===== config.mk =====
export PLATFORM = sky130hd
export DESIGN_NAME = alsu_cmd_sequencer
export DESIGN_NICKNAME = d
export VERILOG_FILES = /design/src/rtl/alsu_cmd_sequencer.sv
export SDC_FILE = /design/constraint.sdc
export NUM_CORES = 1
export LEC_CHECK = 0
export CORE_ASPECT_RATIO = 1.5
export CORE_MARGIN = 2
export CORE_UTILIZATION = 49
export CTS_CLUSTER_SIZE = 10
export DETAILED_ROUTE_END_ITERATION = 7
export PLACE_DENSITY = 0.8
export SETUP_SLACK_MARGIN = 0.5
export SLEW_MARGIN = 15
export SYNTH_ARGS = -nofsm -noshare
export SYNTH_HDL_FRONTEND = slang
export SYNTH_SLANG_ARGS = --single-unit

===== constraint.sdc =====
create_clock -name clk -period 2.6 [get_ports clk]
set_input_delay 0.39 -clock clk [delete_from_list [all_inputs] [get_ports clk]]
set_output_delay 0.39 -clock clk [all_outputs]
set_load 0.02 [all_outputs]

===== src/rtl/alsu_cmd_sequencer.sv =====
// ALSU command sequencer: FIFO-buffered valid/ready command intake,
// shift/rotate repeat issue, optional invalid drop, result-valid pipe.
module alsu_cmd_sequencer #(
  parameter int DEPTH        = 4,
  parameter bit DROP_INVALID = 1'b0,
  parameter int ALSU_LATENCY = 2
) (
  input  logic       clk,
  input  logic       rst,
  input  logic       flush,
  input  logic       cmd_valid,
  output logic       cmd_ready,
  input  logic [2:0] cmd_A,
  input  logic [2:0] cmd_B,
  input  logic [2:0] cmd_opcode,
  input  logic       cmd_cin,
  input  logic       cmd_serial_in,
  input  logic       cmd_red_op_A,
  input  logic       cmd_red_op_B,
  input  logic       cmd_bypass_A,
  input  logic       cmd_bypass_B,
  input  logic       cmd_direction,
  input  logic [2:0] cmd_repeat,
  output logic [2:0] A,
  output logic [2:0] B,
  output logic [2:0] opcode,
  output logic       cin,
  output logic       serial_in,
  output logic       red_op_A,
  output logic       red_op_B,
  output logic       bypass_A,
  output logic       bypass_B,
  output logic       direction,
  output logic       issue_valid,
  output logic       issue_last,
  output logic       result_valid,
  output logic       result_last,
  output logic [7:0] drop_count
);

  localparam int AW = (DEPTH > 1) ? $clog2(DEPTH) : 1;
  localparam int CW = AW + 1;
  localparam int L  = ALSU_LATENCY;

  typedef enum logic {IDLE, RUN} state_t;

  state_t state_q, state_d;

  logic [18:0]   mem_q [DEPTH];
  logic [AW-1:0] wr_q, rd_q;
  logic [CW-1:0] cnt_q;
  logic [2:0]    rep_q, rep_d;
  logic [15:0]   bus_q, bus_d;
  logic          iv_q, iv_d;
  logic          il_q, il_d;
  logic [L-1:0]  rv_q, rl_q;
  logic [7:0]    drop_q;

  logic [18:0] cmd_w, head;
  logic [2:0]  hop;
  logic        full, empty, push, pop, drop;
  logic        head_inv, head_shift;

  assign cmd_w = {cmd_A, cmd_B, cmd_opcode, cmd_cin,
                  cmd_serial_in, cmd_red_op_A, cmd_red_op_B,
                  cmd_bypass_A, cmd_bypass_B, cmd_direction,
                  cmd_repeat};

  assign full      = (cnt_q == CW'(DEPTH));
  assign empty     = (cnt_q == '0);
  assign cmd_ready = !full;
  assign push      = cmd_valid && !full && !flush;

  assign head       = mem_q[rd_q];
  assign hop        = head[12:10];
  assign head_inv   = (hop[2] & hop[1]) |
                      ((head[7] | head[6]) & (hop[2] | hop[1]));
  assign head_shift = hop[2] & ~hop[1];

  always_comb begin
    state_d = state_q;
    rep_d   = rep_q;
    bus_d   = '0;
    iv_d    = 1'b0;
    il_d    = 1'b0;
    pop     = 1'b0;
    drop    = 1'b0;
    if (state_q == RUN && rep_q != 3'd0) begin
      bus_d = bus_q;
      iv_d  = 1'b1;
      rep_d = rep_q - 3'd1;
      il_d  = (rep_q == 3'd1);
    end else if (!empty) begin
      pop = 1'b1;
      if (DROP_INVALID && head_inv) begin
        // a drop uses this cycle's only pop, so the bus idles
        drop    = 1'b1;
        rep_d   = 3'd0;
        state_d = IDLE;
      end else begin
        bus_d   = head[18:3];
        iv_d    = 1'b1;
        rep_d   = head_shift ? head[2:0] : 3'd0;
        il_d    = !(head_shift && head[2:0] != 3'd0);
        state_d = RUN;
      end
    end else begin
      rep_d   = 3'd0;
      state_d = IDLE;
    end
  end

  always_ff @(posedge clk) begin
    if (push) mem_q[wr_q] <= cmd_w;
  end

  always_ff @(posedge clk or posedge rst) begin
    if (rst) begin
      state_q <= IDLE;
      wr_q    <= '0;
      rd_q    <= '0;
      cnt_q   <= '0;
      rep_q   <= '0;
      bus_q   <= '0;
      iv_q    <= 1'b0;
      il_q    <= 1'b0;
      rv_q    <= '0;
      rl_q    <= '0;
    end else if (flush) begin
      state_q <= IDLE;
      wr_q    <= '0;
      rd_q    <= '0;
      cnt_q   <= '0;
      rep_q   <= '0;
      bus_q   <= '0;
      iv_q    <= 1'b0;
      il_q    <= 1'b0;
      rv_q    <= '0;
      rl_q    <= '0;
    end else begin
      state_q <= state_d;
      wr_q    <= wr_q + AW'(push);
      rd_q    <= rd_q + AW'(pop);
      cnt_q   <= cnt_q + CW'(push) - CW'(pop);
      rep_q   <= rep_d;
      bus_q   <= bus_d;
      iv_q    <= iv_d;
      il_q    <= il_d;
      rv_q    <= (rv_q << 1) | L'(iv_q);
      rl_q    <= (rl_q << 1) | L'(il_q);
    end
  end

  // survives flush; only reset clears it
  always_ff @(posedge clk or posedge rst) begin
    if (rst) drop_q <= '0;
    else if (drop && !flush && drop_q != 8'hFF)
      drop_q <= drop_q + 8'd1;
  end

  assign {A, B, opcode, cin, serial_in, red_op_A, red_op_B,
          bypass_A, bypass_B, direction} = bus_q;
  assign issue_valid  = iv_q;
  assign issue_last   = il_q;
  assign result_valid = rv_q[L-1];
  assign result_last  = rl_q[L-1];
  assign drop_count   = drop_q;

endmodule


==> flow_metrics.env, run 1 <==
# physical design summary
export IMPL_largest_register="mem_q"
export IMPL_swShare=0.281
export IMPL_grt_overflow_total=0
export IMPL_logic_area_um2=1040
export IMPL_synth_xor_area_share=0.0125
export IMPL_dieHeight_um=117
export IMPL_routed_wl_um=7080
export IMPL_power_leader="registers"
export IMPL_grt_max_degree=34
export IMPL_placed_cells=373
export IMPL_biggestCellCategory="flip-flops and latches"
export IMPL_leakagePower_nw=1.94
export IMPL_yosysWarnings=0
export IMPL_firstDrtPassIters=4
export IMPL_met1_length_um=2720
export IMPL_powerSeq_mw=2.29
export IMPL_wl_met2_um=3990
export IMPL_cp_end_kind="register"
export IMPL_layout_nonclk_buf_frac=0.114
export IMPL_io_buffers=43
export IMPL_r2r_start="rep_q[0]$_DFF_PP0_"
export IMPL_hold_path_class="in -> async"
export IMPL_ys_sh_adder=0.0227
export IMPL_gp_congestion=0.738
export IMPL_yosys_stat_cells=215
export IMPL_antenna_cells=0
export IMPL_register_area_um2=3110
export IMPL_top_area_cell="edfxtp_1"
export IMPL_path_cells="inv_2, ha_4, nand2b_4, a21oi_4, xnor2_2, ha_2, inv_1, fa_2, xor2_1, xnor2_1, nor2_1"
export IMPL_cts_hold_buf=0
export IMPL_startpoint="rep_q[0]$_DFF_PP0_"
export IMPL_drc=0
export IMPL_top_regs="mem_q (76), bus_q (16)"
export IMPL_area_leaders="edfxtp_1, dfrtp_1, mux4_2, a22o_1, mux4_1"
export IMPL_comb_share=0.200
export IMPL_grt_pass1_wl_um=11500
export IMPL_wl_met3_um=221
export IMPL_wl_per_cell_um=18.0
export IMPL_slew_violations=0
export IMPL_sh_seq_area=0.597
export IMPL_numSynthFlops=109
export IMPL_top_cell="edfxtp_1"
export IMPL_drt_iter0_markers=127
export IMPL_die_width_um=79.5
export IMPL_pwr_density_cell_nw_per_um2=979
export IMPL_aoi_share=0.0507
export IMPL_power_internal_mw=3.66
export IMPL_clock_fmax_ghz=0.491
export IMPL_grt_pass1_vias=2182
export IMPL_r2r_cells=11
export IMPL_combinationalPower_mw=1.49
export IMPL_met2_usage=0.291
export IMPL_path_clk_slew_ns=0.07
export IMPL_synthCells=215
export IMPL_final_cell_mix="edfxtp_1, clkdlybuf4s50_1, dfrtp_1"
export IMPL_reg2reg_slack_ns=0.56
export IMPL_ys_area_um2=4190
export IMPL_ant_nets=0
export IMPL_critPathBufInv=2
export IMPL_largest_reg_flops=76
export IMPL_lay_top_count="edfxtp_1"
export IMPL_crit_cells=11
export IMPL_p_sw_mw=1.43
export IMPL_warnings=30
export IMPL_dr_max_layer_used="met4"
export IMPL_dpl_instance_area_um2=4820
export IMPL_final_min_clock_period_ns=2.04
export IMPL_outcome="complete, no violations"
export IMPL_holdWs_ns=0.437
export IMPL_rows=41
export IMPL_finalCritPeriodShare=0.783
export IMPL_arrival_ns=2.26
export IMPL_setup_slack_ns=0.564
export IMPL_drive_gt1_frac=0.226
export IMPL_cts_buffers=9
export IMPL_postLayoutCellArea_um2=5210
export IMPL_rsz0062_at_grt="yes"
export IMPL_grtUsageMet1=0.197
export IMPL_fin_cells=394
Run 1, the clock network:
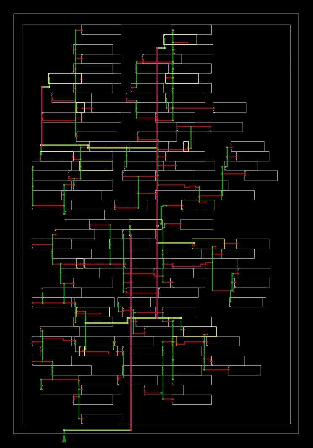
clock tree sinks: 109
Clock Skew: 0.00815 ns
clock group total power: 1.31 mW
flip-flops: 109
clock buffer count: 14

Run 1, register map, names as in the netlist:
The bar under the picture is 20 µm long. Other sequential cells in the stronger grey, the rest of the logic in the fainter grey.
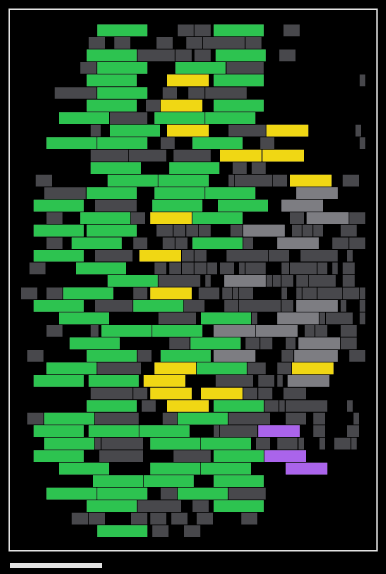
legend:
  rep_q:
    colour: purple
    placed_flops: 3
  bus_q:
    colour: yellow
    placed_flops: 16
  mem_q:
    colour: green
    placed_flops: 76
not coloured: 14

Run 1, clock distribution:
The bar under the picture is 20 µm long.
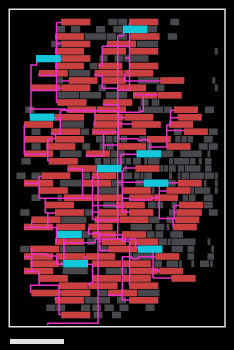
legend:
  clock-net drivers:
    colour: cyan
    count: 9
  flip-flops:
    colour: red
    count: 109
  clock wires:
    colour: magenta
    length: 1030 µm
flops lie: widely spread
routed clock nets: 10
Clock power frac: 0.258
clock latency on the worst-skew pair: 0.34 ns

--- run 2 (diff from run 1) ---
- clock period: 2.6 -> 1.7 ns (I/O delays scaled with it)
Run 2, routed metal, one colour a layer:
The bar under the picture is 20 µm long. Two of the layers only.
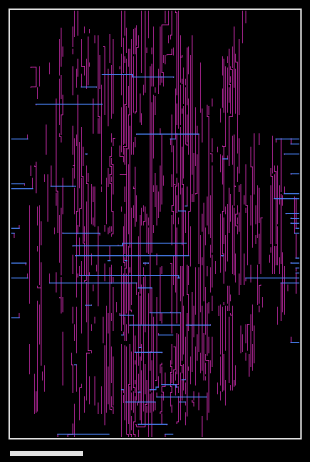
legend:
  M2:
    colour: magenta
    wire_length: 5280 µm
  M3:
    colour: blue
    wire_length: 391 µm
drt total wl: 9160 µm
GRT Resource Usage Total: 0.211

Run 2, the clock network:
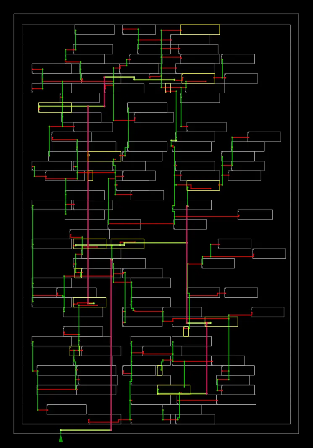
clock latency on the worst-skew pair: 0.35 ns
Clock Skew: 0.00997 ns
clock group total power: 2.02 mW
clock buffer count: 10
cts bufs inserted: 9

==> flow_metrics.env, run 2 <==
# physical design summary
export IMPL_fin_cells=435
export IMPL_dpl_instance_area_um2=5030
export IMPL_crit_cells=9
export IMPL_met2_usage=0.382
export IMPL_synthCells=215
export IMPL_antenna_cells=0
export IMPL_pwr_density_cell_nw_per_um2=1450
export IMPL_setup_slack_ns=-0.302
export IMPL_p_clk_frac=0.242
export IMPL_largest_reg_flops=76
export IMPL_slew_violations=0
export IMPL_r2r_start="cnt_q[1]$_DFF_PP0_"
export IMPL_grt_max_degree=34
export IMPL_p_sw_mw=2.50
export IMPL_yosysWarnings=0
export IMPL_setup_viol=85
export IMPL_sh_seq_area=0.539
export IMPL_rsz0062_at_grt="yes"
export IMPL_drt_iter0_markers=116
export IMPL_holdWs_ns=0.310
export IMPL_reg2reg_slack_ns=-0.30
export IMPL_rows=41
export IMPL_powerSeq_mw=3.44
export IMPL_ys_sh_adder=0.0227
export IMPL_comb_share=0.195
export IMPL_ys_area_um2=4190
export IMPL_die_width_um=79.5
export IMPL_wl_met3_um=390
export IMPL_swShare=0.299
export IMPL_yosys_stat_cells=215
export IMPL_hold_path_class="in -> async"
export IMPL_drive_gt1_frac=0.421
export IMPL_startpoint="cnt_q[1]$_DFF_PP0_"
export IMPL_grt_pass1_vias=2659
export IMPL_ant_nets=0
export IMPL_wl_met2_um=5280
export IMPL_dr_max_layer_used="met4"
export IMPL_placed_cells=388
export IMPL_outcome="finished, violations left"
export IMPL_register_area_um2=3110
export IMPL_critPathBufInv=2
export IMPL_violations="setup timing"
export IMPL_r2r_cells=9
export IMPL_finalCritPeriodShare=1.18
export IMPL_path_cells="nor3_4, a21oi_4, buf_4, buf_4, and2_1, fa_2, xor2_2, xnor2_1, nor2_1"
export IMPL_synth_xor_area_share=0.0125
export IMPL_power_leader="registers"
export IMPL_grt_pass1_wl_um=14200
export IMPL_top_cell="edfxtp_1"
export IMPL_path_clk_slew_ns=0.07
export IMPL_gp_congestion=0.739
export IMPL_drc=0
export IMPL_wl_per_cell_um=21.1
export IMPL_postLayoutCellArea_um2=5770
export IMPL_area_leaders="edfxtp_1, dfrtp_1, mux4_2, a22o_1, mux4_1"
No activity file was given, so power comes from the tool's default toggle rates.
